**config.mk**
```make
export PLATFORM = sky130hd
export DESIGN_NAME = my_bus_responder
export DESIGN_NICKNAME = d
export VERILOG_FILES = /design/src/rtl/my_bus_responder.sv
export SDC_FILE = /design/constraint.sdc
export NUM_CORES = 1
export LEC_CHECK = 0
export CORE_MARGIN = 10
export CORE_UTILIZATION = 40
export CTS_CLUSTER_DIAMETER = 120
export CTS_CLUSTER_SIZE = 40
export DETAILED_ROUTE_END_ITERATION = 12
export GPL_ROUTABILITY_DRIVEN = 0
export SLEW_MARGIN = 20
export SYNTH_ARGS = -nofsm -noshare
export SYNTH_HDL_FRONTEND = slang
export SYNTH_SLANG_ARGS = --single-unit
```
**constraint.sdc**
```tcl
create_clock -name clk -period 2.4 [get_ports clk]
set_input_delay 0.36 -clock clk [delete_from_list [all_inputs] [get_ports clk]]
set_output_delay 0.36 -clock clk [all_outputs]
set_load 0.005 [all_outputs]
```
**src/rtl/my_bus_responder.sv**
```systemverilog
// Register-bus responder: CTRL, STATUS, DATA FIFO port and SCRATCH.
// Reads return registered data with a one-cycle rdata_valid pulse.
module my_bus_responder #(
    parameter int         FIFO_DEPTH  = 4,
    parameter logic [7:0] SCRATCH_RST = 8'h00
) (
    input  logic       clk,
    input  logic       reset,
    input  logic [1:0] addr,
    input  logic       wr_en,
    input  logic       rd_en,
    input  logic [7:0] wdata,
    input  logic       valid,
    output logic [7:0] rdata,
    output logic       rdata_valid,
    output logic       irq
);

    localparam int         AW       = (FIFO_DEPTH > 2) ? 2 : 1;
    localparam logic [2:0] FULL_CNT = 3'(FIFO_DEPTH);

    logic [7:0]    r_mem [FIFO_DEPTH];
    logic [AW-1:0] r_wptr;
    logic [AW-1:0] r_rptr;
    logic [2:0]    r_count;
    logic [1:0]    r_ctrl;
    logic          r_ovf;
    logic          r_unf;
    logic          r_perr;
    logic [7:0]    r_scratch;
    logic [7:0]    r_rdata;
    logic          r_rvalid;

    logic       w_wr;
    logic       w_rd;
    logic       w_perr;
    logic       w_empty;
    logic       w_full;
    logic [7:0] w_status;
    logic [7:0] w_rmux;

    assign w_wr    = valid & wr_en & ~rd_en;
    assign w_rd    = valid & rd_en & ~wr_en;
    assign w_perr  = valid & wr_en & rd_en;
    assign w_empty = (r_count == 3'd0);
    assign w_full  = (r_count == FULL_CNT);

    assign w_status = {r_count, r_perr, r_unf, r_ovf, w_full, w_empty};

    // Read data is taken from pre-access state.
    always_comb begin
        w_rmux = 8'h00;
        case (addr)
            2'd0: w_rmux = {6'b0, r_ctrl};
            2'd1: w_rmux = w_status;
            2'd2: w_rmux = w_empty ? 8'h00 : r_mem[r_rptr];
            2'd3: w_rmux = r_scratch;
            default: w_rmux = 8'h00;
        endcase
    end

    always_ff @(posedge clk or negedge reset) begin
        if (!reset) begin
            for (int i = 0; i < FIFO_DEPTH; i++) begin
                r_mem[i] <= 8'h00;
            end
            r_wptr    <= '0;
            r_rptr    <= '0;
            r_count   <= 3'd0;
            r_ctrl    <= 2'b00;
            r_ovf     <= 1'b0;
            r_unf     <= 1'b0;
            r_perr    <= 1'b0;
            r_scratch <= SCRATCH_RST;
            r_rdata   <= 8'h00;
            r_rvalid  <= 1'b0;
        end else begin
            r_rvalid <= w_rd;
            if (w_rd) begin
                r_rdata <= w_rmux;
            end
            if (w_perr) begin
                r_perr <= 1'b1;
            end
            if (w_wr) begin
                case (addr)
                    2'd0: begin
                        r_ctrl <= wdata[1:0];
                        if (wdata[2]) begin
                            r_wptr  <= '0;
                            r_rptr  <= '0;
                            r_count <= 3'd0;
                            r_ovf   <= 1'b0;
                            r_unf   <= 1'b0;
                            r_perr  <= 1'b0;
                        end
                    end
                    2'd1: begin
                        if (wdata[2]) r_ovf  <= 1'b0;
                        if (wdata[3]) r_unf  <= 1'b0;
                        if (wdata[4]) r_perr <= 1'b0;
                    end
                    2'd2: begin
                        if (r_ctrl[0]) begin
                            if (w_full) begin
                                r_ovf <= 1'b1;
                            end else begin
                                r_mem[r_wptr] <= wdata;
                                r_wptr        <= r_wptr + AW'(1);
                                r_count       <= r_count + 3'd1;
                            end
                        end
                    end
                    2'd3: r_scratch <= wdata;
                    default: ;
                endcase
            end
            // Pops ignore fifo_en.
            if (w_rd && addr == 2'd2) begin
                if (w_empty) begin
                    r_unf <= 1'b1;
                end else begin
                    r_rptr  <= r_rptr + AW'(1);
                    r_count <= r_count - 3'd1;
                end
            end
        end
    end

    assign rdata       = r_rdata;
    assign rdata_valid = r_rvalid;
    assign irq         = r_ctrl[1] & (r_ovf | r_unf | r_perr);

endmodule

```
==> results_dict.tcl <==
# yosys + openroad results
set metrics [dict create \
    outcome "complete, no violations" \
    logic_gate_count 155 \
    chip_area_sq_um 11300 \
    tritoncts "built" \
    critPathBufInv 2 \
    placementRows 31 \
    total_power_w 0.00335 \
    clock_cell_share_of_area 0.0650 \
    syn_to_final_growth_pct 20.2 \
    startpoint "r_count[1]" \
    vdd.ir_drop.worst_v 0.000335 \
    netlist_cell_types 38 \
    achievable-frequency_ghz 0.495 \
    place.port_buffers 24 \
    critical_path.reg2reg.endpoint "r_rptr[1]" \
    largest_reg_flops 32 \
    critical_path.endpoint_type "register" \
    enable_flop_cells 0 \
    seq-cell-share 0.426 \
    postSynthCellCount 235 \
    timing.setup.tns_ns 0 \
    die.size.y_um 106 \
    path_cells "inv_1, ha_1, nand2b_1, and3_1, buf_4, a221o_1" \
    grt_pass1_wl_um 11100 \
    synth-cells-yosys 235 \
    synth-warning-count 0 \
    bufAreaShareNonClock 0.0825 \
    synth_area_per_cell_sq_um 12.7 \
    synth_flops 61 \
    worst_path_dominant_cell_family "simple AND/OR/NAND/NOR gates" \
    grt_start_max_net_pins 62 \
    openroad.warnings 31 \
    dieWidth_um 106 \
    cts.hold.buffers_added 0 \
    post-route-worst-setup-slack_ns 0.380 \
    asyncSetResetFlopFracSynth 1.00 \
    nClkBuffers 11 \
    timing.critical_path.arrival_ns 2.25 \
    regMostFlops "r_mem" \
    postRouteWirelength_um 6610 \
    most_common_library_cell_in_the_layout_ignoring_fill_and_taps "dfrtp_1" \
    worst_slew_margin_rel 0.485 \
    cpPeakStageDelay_ns 0.44 \
    globalRouteOverflowTotal 0 \
    final_hold_viol_count 0 \
    core_sq_um 7250 \
    muxShareOfSynthArea 0.234 \
    layout.core_utilization 0.494 \
    ant_diodes 0 \
    detailed_place.area_sq_um 3350 \
    gate_area_sq_um 1380 \
    r2r_slack_ns 0.38 \
    cpMaxStageDelayCell "dfrtp_1" \
    post-route-period-util 0.842 \
    dpl_worst_slack_ns 0.268 \
    simple_gate_share 0.0962 \
    largest_class "flip-flops and latches" \
    leakagePower_nw 1.64 \
    groute.usage.overall 0.125 \
    postCtsSetupBuffers 0 \
    prevailing_post_synth_register_cell "dfrtp_1" \
    yosys.area_share.adder 0.0294 \
    clock_tree.htree_level_count 3 \
    drc 0 \
    design_area_sq_um 3580 \
    io-pin-count 25 \
    met1_length_um 3190 \
    cts_num_sinks 61 \
    layout.filler_cells 666 \
    flop_area_sq_um 1530 \
    path_class "reg2reg" \
    cts.path.max_buffers 2 \
]
power breakdown:
group          switching, W  leakage, nW  internal, W
sequential         0.000216        0.801      0.00126
clock              0.000411        0.116     0.000643
combinational      0.000362        0.723     0.000451
total              0.000989         1.64      0.00236
synthesized netlist by cell type (2+ instances only):
master    number  area, sq um
a21oi_1       11         55.1
a31oi_1        5         31.3
a32oi_1        6         52.6
and3_1         2         12.5
buf_2          2         10.0
clkbuf_1       8         30.0
clkbuf_2       2         10.0
dfrtp_1       61         1530
ha_1           7         87.6
inv_1          6         22.5
mux2_2        45          507
mux4_2         8          180
nand2_1       18         67.6
nand2_4        4         45.0
nand2b_1       2         12.5
nand3_1        2         10.0
nor2_1         3         11.3
nor2b_1        5         31.3
nor3_1         2         10.0
o21ai_0       15         75.1
o31ai_1        4         30.0
==> images/clk_routes.png <==
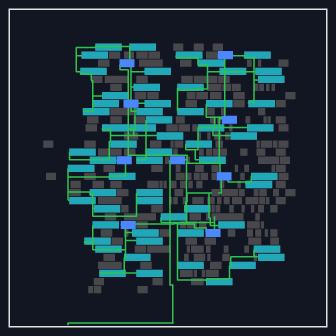
[green] clock wires | length: 841 um
[cyan] flip-flops | count: 61
[blue] clock drivers | count: 9
routed clock nets	10

==> images/sizes.png <==
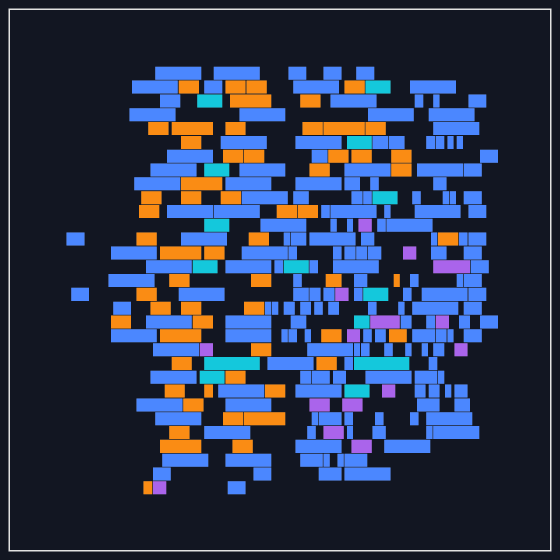
color	size	cells	share
purple	_3 and _4 cells	15	5.5%
orange	_2 cells	59	22%
blue	_0 and _1 cells	183	68%
cyan	_6 and larger	14	5.2%

==> images/congestion.png <==
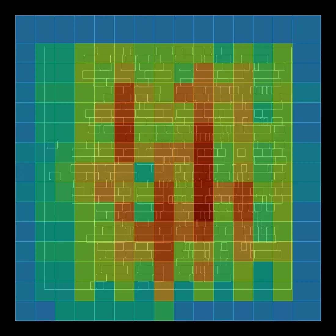
met3 demand-to-capacity share in global routing: 0.0308
met2 track demand over resource: 0.178
Most Used Layer, Global Route: met2
wire length per cell: 17.9 um
global-route track usage on met1: 0.169

==> images/layer_met3.png <==
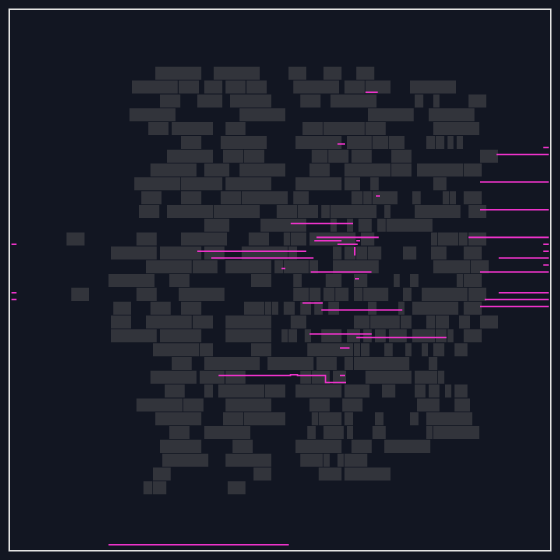
wire length on this layer	318 um
longest straight run	35.2 um
main direction	horizontal

==> images/logic_types.png <==
Scale bar: 20 um.
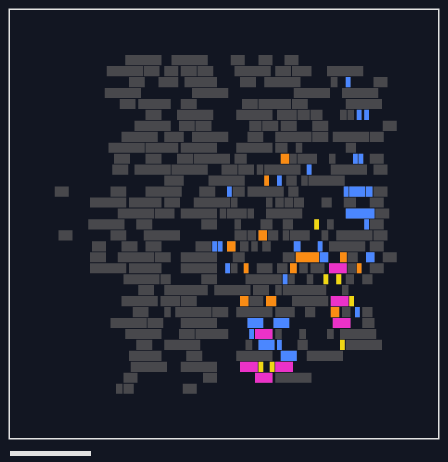
color	family	cells	most used
orange	nor cells	12	nor2b_1
blue	nand cells	28	nand2_1
yellow	inv cells	7	inv_1
magenta	fa/ha/maj cells	7	ha_1

No activity file was given, so power comes from the tool's default toggle rates.
